--- src/rtl/pipe_pkg.sv ---
// Shared definitions for the pipeline hazard/forwarding controller:
// the operand forward-select encoding used by the D-stage operand muxes.
package pipe_pkg;

  typedef logic [2:0] fwd_t;

  localparam fwd_t FWD_RF   = 3'b000;  // register file read
  localparam fwd_t FWD_EALU = 3'b001;  // E-stage ALU result
  localparam fwd_t FWD_MALU = 3'b010;  // M-stage ALU result
  localparam fwd_t FWD_MMEM = 3'b011;  // M-stage load data
  localparam fwd_t FWD_LONG = 3'b100;  // multi-cycle unit result

endpackage

--- src/rtl/pipe_hazard_ctrl_if.sv ---
// Stage-field bundle between the pipeline datapath (master) and the
// hazard/forwarding controller (slave).
interface pipe_hazard_ctrl_if #(
  parameter int RN_W = 5
);
  import pipe_pkg::*;

  // Decode stage
  logic [RN_W-1:0]      d_rs;
  logic [RN_W-1:0]      d_rt;
  logic                 d_use_rs;
  logic                 d_use_rt;
  logic                 d_wreg;
  logic [RN_W-1:0]      d_rn;
  logic                 d_long;
  // Execute stage
  logic                 e_wreg;
  logic                 e_m2reg;
  logic [RN_W-1:0]      e_rn;
  // Memory stage
  logic                 m_wreg;
  logic                 m_m2reg;
  logic [RN_W-1:0]      m_rn;
  // Controller outputs
  logic                 wpcir;
  logic                 bubble;
  fwd_t                 fwda;
  fwd_t                 fwdb;
  logic                 long_busy;
  logic                 long_done;
  logic [RN_W-1:0]      long_rn;
  logic [2**RN_W-1:0]   pending;

  modport master (
    output d_rs, d_rt, d_use_rs, d_use_rt, d_wreg, d_rn, d_long,
           e_wreg, e_m2reg, e_rn, m_wreg, m_m2reg, m_rn,
    input  wpcir, bubble, fwda, fwdb, long_busy, long_done, long_rn, pending
  );

  modport slave (
    input  d_rs, d_rt, d_use_rs, d_use_rt, d_wreg, d_rn, d_long,
           e_wreg, e_m2reg, e_rn, m_wreg, m_m2reg, m_rn,
    output wpcir, bubble, fwda, fwdb, long_busy, long_done, long_rn, pending
  );

endinterface

--- src/rtl/pipe_scoreboard.sv ---
// Occupancy tracker for the single non-pipelined multi-cycle unit:
// latency down-counter, busy flag, in-flight destination and the
// per-register pending vector.
module pipe_scoreboard #(
  parameter int RN_W     = 5,
  parameter int LONG_LAT = 4
) (
  input  logic                clock,
  input  logic                resetn,
  input  logic                issue,
  input  logic [RN_W-1:0]     issue_rn,
  output logic                busy,
  output logic                done,
  output logic [RN_W-1:0]     long_rn,
  output logic [2**RN_W-1:0]  pending
);

  localparam int CNT_W = $clog2(LONG_LAT);
  localparam int NREG  = 2**RN_W;

  logic [CNT_W-1:0] cnt;
  logic [NREG-1:0]  pending_nxt;

  assign done = busy & (cnt == '0);

  // Next pending vector: retire the finishing op first, then mark the new
  // one, so a back-to-back issue to the same register keeps its bit set.
  always_comb begin
    // NOTE: default assignment first so no path leaves pending_nxt unassigned (no latch).
    pending_nxt = pending;
    if (done) begin
      pending_nxt[long_rn] = 1'b0;
    end
    if (issue && (issue_rn != '0)) begin
      pending_nxt[issue_rn] = 1'b1;
    end
    pending_nxt[0] = 1'b0;
  end

  // Latency counter, busy flag and destination latch; reload only on issue.
  always_ff @(posedge clock or negedge resetn) begin
    if (!resetn) begin
      // NOTE: non-blocking assignments for all sequential state.
      cnt     <= '0;
      busy    <= 1'b0;
      long_rn <= '0;
    end else if (issue) begin
      cnt     <= CNT_W'(LONG_LAT - 1);
      busy    <= 1'b1;
      long_rn <= issue_rn;
    end else if (busy) begin
      if (cnt == '0) begin
        busy <= 1'b0;
      end else begin
        cnt <= cnt - 1'b1;
      end
    end
  end

  // Pending vector register.
  always_ff @(posedge clock or negedge resetn) begin
    if (!resetn) begin
      // NOTE: the whole vector is reset; a stale bit would stall D forever.
      pending <= '0;
    end else begin
      pending <= pending_nxt;
    end
  end

endmodule

--- src/rtl/pipe_hazard_ctrl.sv ---
// Hazard and forwarding controller for the five-stage pipeline: load/use,
// long-op RAW/WAW and structural stalls, plus per-operand forward selects.
module pipe_hazard_ctrl
  import pipe_pkg::*;
#(
  parameter int RN_W     = 5,
  parameter int LONG_LAT = 4
) (
  input  logic             clock,
  input  logic             resetn,
  pipe_hazard_ctrl_if.slave hz
);

  logic                stall;
  logic                issue;
  logic                sb_busy;
  logic                sb_done;
  logic [RN_W-1:0]     sb_rn;
  logic [2**RN_W-1:0]  sb_pending;
  logic                load_use;
  logic                raw_long;
  logic                waw_long;
  logic                struct_long;

  // Priority forward select for one source operand.
  function automatic fwd_t fwd_sel(
    input logic [RN_W-1:0] src,
    input logic            l_done,
    input logic [RN_W-1:0] l_rn,
    input logic            e_wreg,
    input logic            e_m2reg,
    input logic [RN_W-1:0] e_rn,
    input logic            m_wreg,
    input logic            m_m2reg,
    input logic [RN_W-1:0] m_rn
  );
    fwd_t sel;
    sel = FWD_RF;
    if (src != '0) begin
      if (l_done && (l_rn == src))                         sel = FWD_LONG;
      else if (e_wreg && !e_m2reg && (e_rn == src))        sel = FWD_EALU;
      else if (m_wreg && !m_m2reg && (m_rn == src))        sel = FWD_MALU;
      else if (m_wreg &&  m_m2reg && (m_rn == src))        sel = FWD_MMEM;
    end
    return sel;
  endfunction

  pipe_scoreboard #(
    .RN_W     (RN_W),
    .LONG_LAT (LONG_LAT)
  ) u_scoreboard (
    .clock    (clock),
    .resetn   (resetn),
    .issue    (issue),
    .issue_rn (hz.d_rn),
    .busy     (sb_busy),
    .done     (sb_done),
    .long_rn  (sb_rn),
    .pending  (sb_pending)
  );

  // Stall causes; a source completing this cycle is forwarded, not stalled.
  always_comb begin
    load_use = hz.e_wreg && hz.e_m2reg && (hz.e_rn != '0) &&
               ((hz.d_use_rs && (hz.e_rn == hz.d_rs)) ||
                (hz.d_use_rt && (hz.e_rn == hz.d_rt)));
    raw_long = (hz.d_use_rs && sb_pending[hz.d_rs] &&
                !(sb_done && (sb_rn == hz.d_rs))) ||
               (hz.d_use_rt && sb_pending[hz.d_rt] &&
                !(sb_done && (sb_rn == hz.d_rt)));
    waw_long    = hz.d_wreg && (hz.d_rn != '0) && sb_pending[hz.d_rn];
    struct_long = hz.d_long && sb_busy && !sb_done;
    stall       = load_use || raw_long || waw_long || struct_long;
    issue       = hz.d_long && !stall;
  end

  assign hz.wpcir     = ~stall;
  assign hz.bubble    = stall;
  assign hz.long_busy = sb_busy;
  assign hz.long_done = sb_done;
  assign hz.long_rn   = sb_rn;
  assign hz.pending   = sb_pending;

  assign hz.fwda = fwd_sel(hz.d_rs, sb_done, sb_rn, hz.e_wreg, hz.e_m2reg,
                           hz.e_rn, hz.m_wreg, hz.m_m2reg, hz.m_rn);
  assign hz.fwdb = fwd_sel(hz.d_rt, sb_done, sb_rn, hz.e_wreg, hz.e_m2reg,
                           hz.e_rn, hz.m_wreg, hz.m_m2reg, hz.m_rn);

endmodule
--- src/flat_wrapper.sv ---
// flat-port wrapper written by rule: the top's interface ports become plain ports
module pipe_hazard_ctrl_flat import pipe_pkg::*;
#(
  parameter int RN_W     = 5,
  parameter int LONG_LAT = 4
)
  (clock, resetn, hz_d_rs, hz_d_rt, hz_d_use_rs, hz_d_use_rt, hz_d_wreg, hz_d_rn, hz_d_long, hz_e_wreg, hz_e_m2reg, hz_e_rn, hz_m_wreg, hz_m_m2reg, hz_m_rn, hz_wpcir, hz_bubble, hz_fwda, hz_fwdb, hz_long_busy, hz_long_done, hz_long_rn, hz_pending);
  pipe_hazard_ctrl_if #(.RN_W(RN_W)) hz_i ();
  input  logic clock;
  input  logic resetn;
  input wire logic [$bits(hz_i.d_rs)-1:0] hz_d_rs;
  input wire logic [$bits(hz_i.d_rt)-1:0] hz_d_rt;
  input wire logic [$bits(hz_i.d_use_rs)-1:0] hz_d_use_rs;
  input wire logic [$bits(hz_i.d_use_rt)-1:0] hz_d_use_rt;
  input wire logic [$bits(hz_i.d_wreg)-1:0] hz_d_wreg;
  input wire logic [$bits(hz_i.d_rn)-1:0] hz_d_rn;
  input wire logic [$bits(hz_i.d_long)-1:0] hz_d_long;
  input wire logic [$bits(hz_i.e_wreg)-1:0] hz_e_wreg;
  input wire logic [$bits(hz_i.e_m2reg)-1:0] hz_e_m2reg;
  input wire logic [$bits(hz_i.e_rn)-1:0] hz_e_rn;
  input wire logic [$bits(hz_i.m_wreg)-1:0] hz_m_wreg;
  input wire logic [$bits(hz_i.m_m2reg)-1:0] hz_m_m2reg;
  input wire logic [$bits(hz_i.m_rn)-1:0] hz_m_rn;
  output wire logic [$bits(hz_i.wpcir)-1:0] hz_wpcir;
  output wire logic [$bits(hz_i.bubble)-1:0] hz_bubble;
  output wire logic [$bits(hz_i.fwda)-1:0] hz_fwda;
  output wire logic [$bits(hz_i.fwdb)-1:0] hz_fwdb;
  output wire logic [$bits(hz_i.long_busy)-1:0] hz_long_busy;
  output wire logic [$bits(hz_i.long_done)-1:0] hz_long_done;
  output wire logic [$bits(hz_i.long_rn)-1:0] hz_long_rn;
  output wire logic [$bits(hz_i.pending)-1:0] hz_pending;
  assign hz_i.d_rs = hz_d_rs;
  assign hz_i.d_rt = hz_d_rt;
  assign hz_i.d_use_rs = hz_d_use_rs;
  assign hz_i.d_use_rt = hz_d_use_rt;
  assign hz_i.d_wreg = hz_d_wreg;
  assign hz_i.d_rn = hz_d_rn;
  assign hz_i.d_long = hz_d_long;
  assign hz_i.e_wreg = hz_e_wreg;
  assign hz_i.e_m2reg = hz_e_m2reg;
  assign hz_i.e_rn = hz_e_rn;
  assign hz_i.m_wreg = hz_m_wreg;
  assign hz_i.m_m2reg = hz_m_m2reg;
  assign hz_i.m_rn = hz_m_rn;
  assign hz_wpcir = hz_i.wpcir;
  assign hz_bubble = hz_i.bubble;
  assign hz_fwda = hz_i.fwda;
  assign hz_fwdb = hz_i.fwdb;
  assign hz_long_busy = hz_i.long_busy;
  assign hz_long_done = hz_i.long_done;
  assign hz_long_rn = hz_i.long_rn;
  assign hz_pending = hz_i.pending;
  pipe_hazard_ctrl #(.RN_W(RN_W), .LONG_LAT(LONG_LAT)) u_core (.clock(clock), .resetn(resetn), .hz(hz_i));
endmodule
--- config.mk ---
export PLATFORM = sky130hd
export DESIGN_NAME = pipe_hazard_ctrl_flat
export DESIGN_NICKNAME = d
export VERILOG_FILES = /design/src/rtl/pipe_pkg.sv /design/src/rtl/pipe_hazard_ctrl_if.sv /design/src/rtl/pipe_scoreboard.sv /design/src/rtl/pipe_hazard_ctrl.sv /design/src/flat_wrapper.sv
export SDC_FILE = /design/constraint.sdc
export NUM_CORES = 1
export LEC_CHECK = 0
export CORE_UTILIZATION = 65
export CTS_BUF_LIST = sky130_fd_sc_hd__clkbuf_8 sky130_fd_sc_hd__clkbuf_16
export CTS_CLUSTER_SIZE = 12
export DETAILED_ROUTE_END_ITERATION = 6
export DONT_BUFFER_PORTS = 1
export PLACE_DENSITY = 0.87
export SYNTH_ARGS = -nofsm -noshare
export SYNTH_HDL_FRONTEND = slang
export SYNTH_SLANG_ARGS = --single-unit
--- constraint.sdc ---
create_clock -name clock -period 4.95 [get_ports clock]
set_input_delay 1.2375 -clock clock [delete_from_list [all_inputs] [get_ports clock]]
set_output_delay 1.2375 -clock clock [all_outputs]
set_load 0.01 [all_outputs]
Fig. 1: supply network
Scale bar: 20 um. Pins as bars on the die edge.
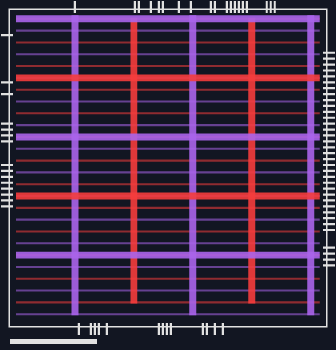
legend:
  VDD:
    color: red
  VSS:
    color: purple
met4 straps: 5
met1 rails: 26
met5 straps: 5
DIE WIDTH: 72.7 um
total core area: 0.00475 mm2
Die Span Y: 72.7 um
worst vdd ir: 317 uV

Fig. 2: cell classes on the final placement
Fill, decap, tap and diode cells in gray.
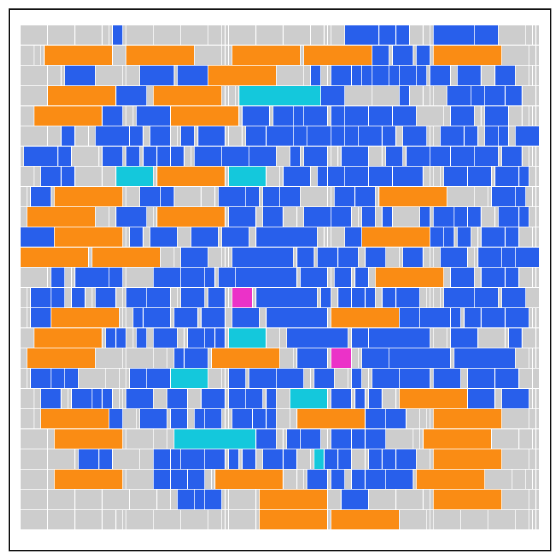
legend:
  clock drivers and dummy loads:
    color: cyan
    cells: 8
  remaining logic cells:
    color: blue
    cells: 276
  registers:
    color: orange
    cells: 39
  remaining buffers and delay cells:
    color: magenta
    cells: 2
Seq/total area: 29.4%
final core occ: 69.7%

==> changes_impl.md <==
### Metrics

* Status: finished clean
* Post-route insts no fill at 392
* Setup violations, final at 0
* Max Slew Vio Count at 0
* Layout Nets at 360
* Lkg Pwr at 1.16 nW
* Worst hold endpoint: u_core.u_scoreboard.cnt[1]
* Yosys cell count at 349
* Flops after synth at 39
* ANT nets after route at 0
* RSZ-0062 raised after global routing: no
* Reg-to-reg startpoint: u_core.u_scoreboard.pending[30]
* Total number of vias at 2939
* Port Buffers at 0
* Crit path kind: primary input to output port
* Post-route setup slack at 0.721 ns
* Basic Gates by Area at 15.7%
* Worst Setup SP: hz_d_rn[1]
* Post-synthesis adder-cell area fraction at 0.385%
* Final hold viol count at 0
* Gate power share at 32.0%
* Sequence of cells on the critical path: mux2i_1 -> o32ai_1 -> a22o_1 -> nor4_1 -> o22a_1 -> o211ai_1 -> a21oi_1
* Post_cts resized at 0
* Hold slack at 0.534 ns
* Fp_density at between 60% and 70%
* Critical Path End: hz_wpcir
* Setup TNS at 0 ns
* Total Power at 1.56 mW
* Post-synthesis sequential area ratio at roughly 30%
* Synth top cell by count: dfrtp_1
* Cycle use final at 85.4%
* Crit. End Element: output port
* Max-Slew Margin vs Limit at 16.1%
* Xor/xnor share at 8.08%
* Share of layout cells above drive strength 1 at 12.9%
* Largest net degree at the start of global routing at about 40
* Area share, top type at 30.0%
* Diode count at 0
* Layout overhead on the synthesized area at 1.92%
* Async S/R FF share, synth at 100%
* Initial antenna violation count at 0
* Post-synth top cells: dfrtp_1 (39), o21ai_0 (33), mux2i_1 (29), o31ai_1 (25), nand2_1 (18)
* MUX area fraction at 18.3%
* Synthesized instance count at 349
* R2R setup slack at 1.58 ns
* Most numerous logic cell after layout: dfrtp_1
* Total gr overflow at 0
Fig. 3: clock network drawn from the DEF
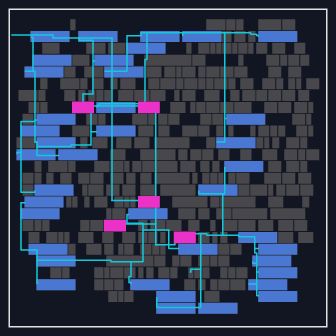
legend:
  clock wires:
    color: cyan
    length: 524 um
  clock-net drivers:
    color: magenta
    count: 5
  flip-flops:
    color: blue
    count: 39
routed clock nets: 6
flops lie: all over the die
P_clk: 0.319 mW
clock latency on the worst-skew pair: 0.29 ns
clock network fraction of total power: 20.5%

[sequential cells by signal, summed over array words and instances, names as in the netlist]
name	count
u_core.u_scoreboard.cnt	2
u_core.u_scoreboard.busy	1
u_core.u_scoreboard.pending	31
u_core.u_scoreboard.long_rn	5
[final cells by class]
type / instances / area (um2)
clock buffers: 5 / 68.8
clock inverters: 3 / 63.8
fillers: 388 / 1440
inverters: 5 / 18.8
multi-input cells: 271 / 2090
flip-flops and latches: 39 / 976
well taps: 67 / 83.8
repair buffers: 2 / 15.0
[cells by family (layout without fill, tap and decap cells)]
group | count (synthesis) | in the layout
AOI/OAI and AO/OA | 98 | 98
xor gates and xnor gates | 30 | 30
adders and majority gates | 1 | 1
buffers and inverters | 39 | 15
DFF | 39 | 39
muxes | 47 | 47
other | 1 | 1
and+or+nand+nor | 94 | 94
[power by group through the flow]
stage | Clock, mW | Combinational [mW] | Sequential [mW]
2_1_floorplan | 0 | 0.484 | 0.612
3_3_place_gp | 0 | 0.468 | 0.730
3_5_place_dp | 0 | 0.488 | 0.740
4_1_cts | 0.318 | 0.493 | 0.732
5_1_grt | 0.331 | 0.548 | 0.760
6_report | 0.319 | 0.500 | 0.741
[layer usage]
layer / part of all wire (%) / routed length [um] / up-vias / GRT usage, %
li1: - / - / 1252 / -
met1: 37 / 3460 / 1424 / 46.8
met2: 47 / 4400 / 233 / 57.9
met3: 13 / 1230 / 30 / 10.9
met4: 2.8 / 263 / 0 / 16.8
met5: 0 / 0 / - / 0
[worst max-delay path: cells and delay by family]
family / cells / cell delay [ns]
simple gates: 1 / 0.43
compound gates: 5 / 1.03
mux: 1 / 0.28
Power is estimated from default activity; no workload was simulated.
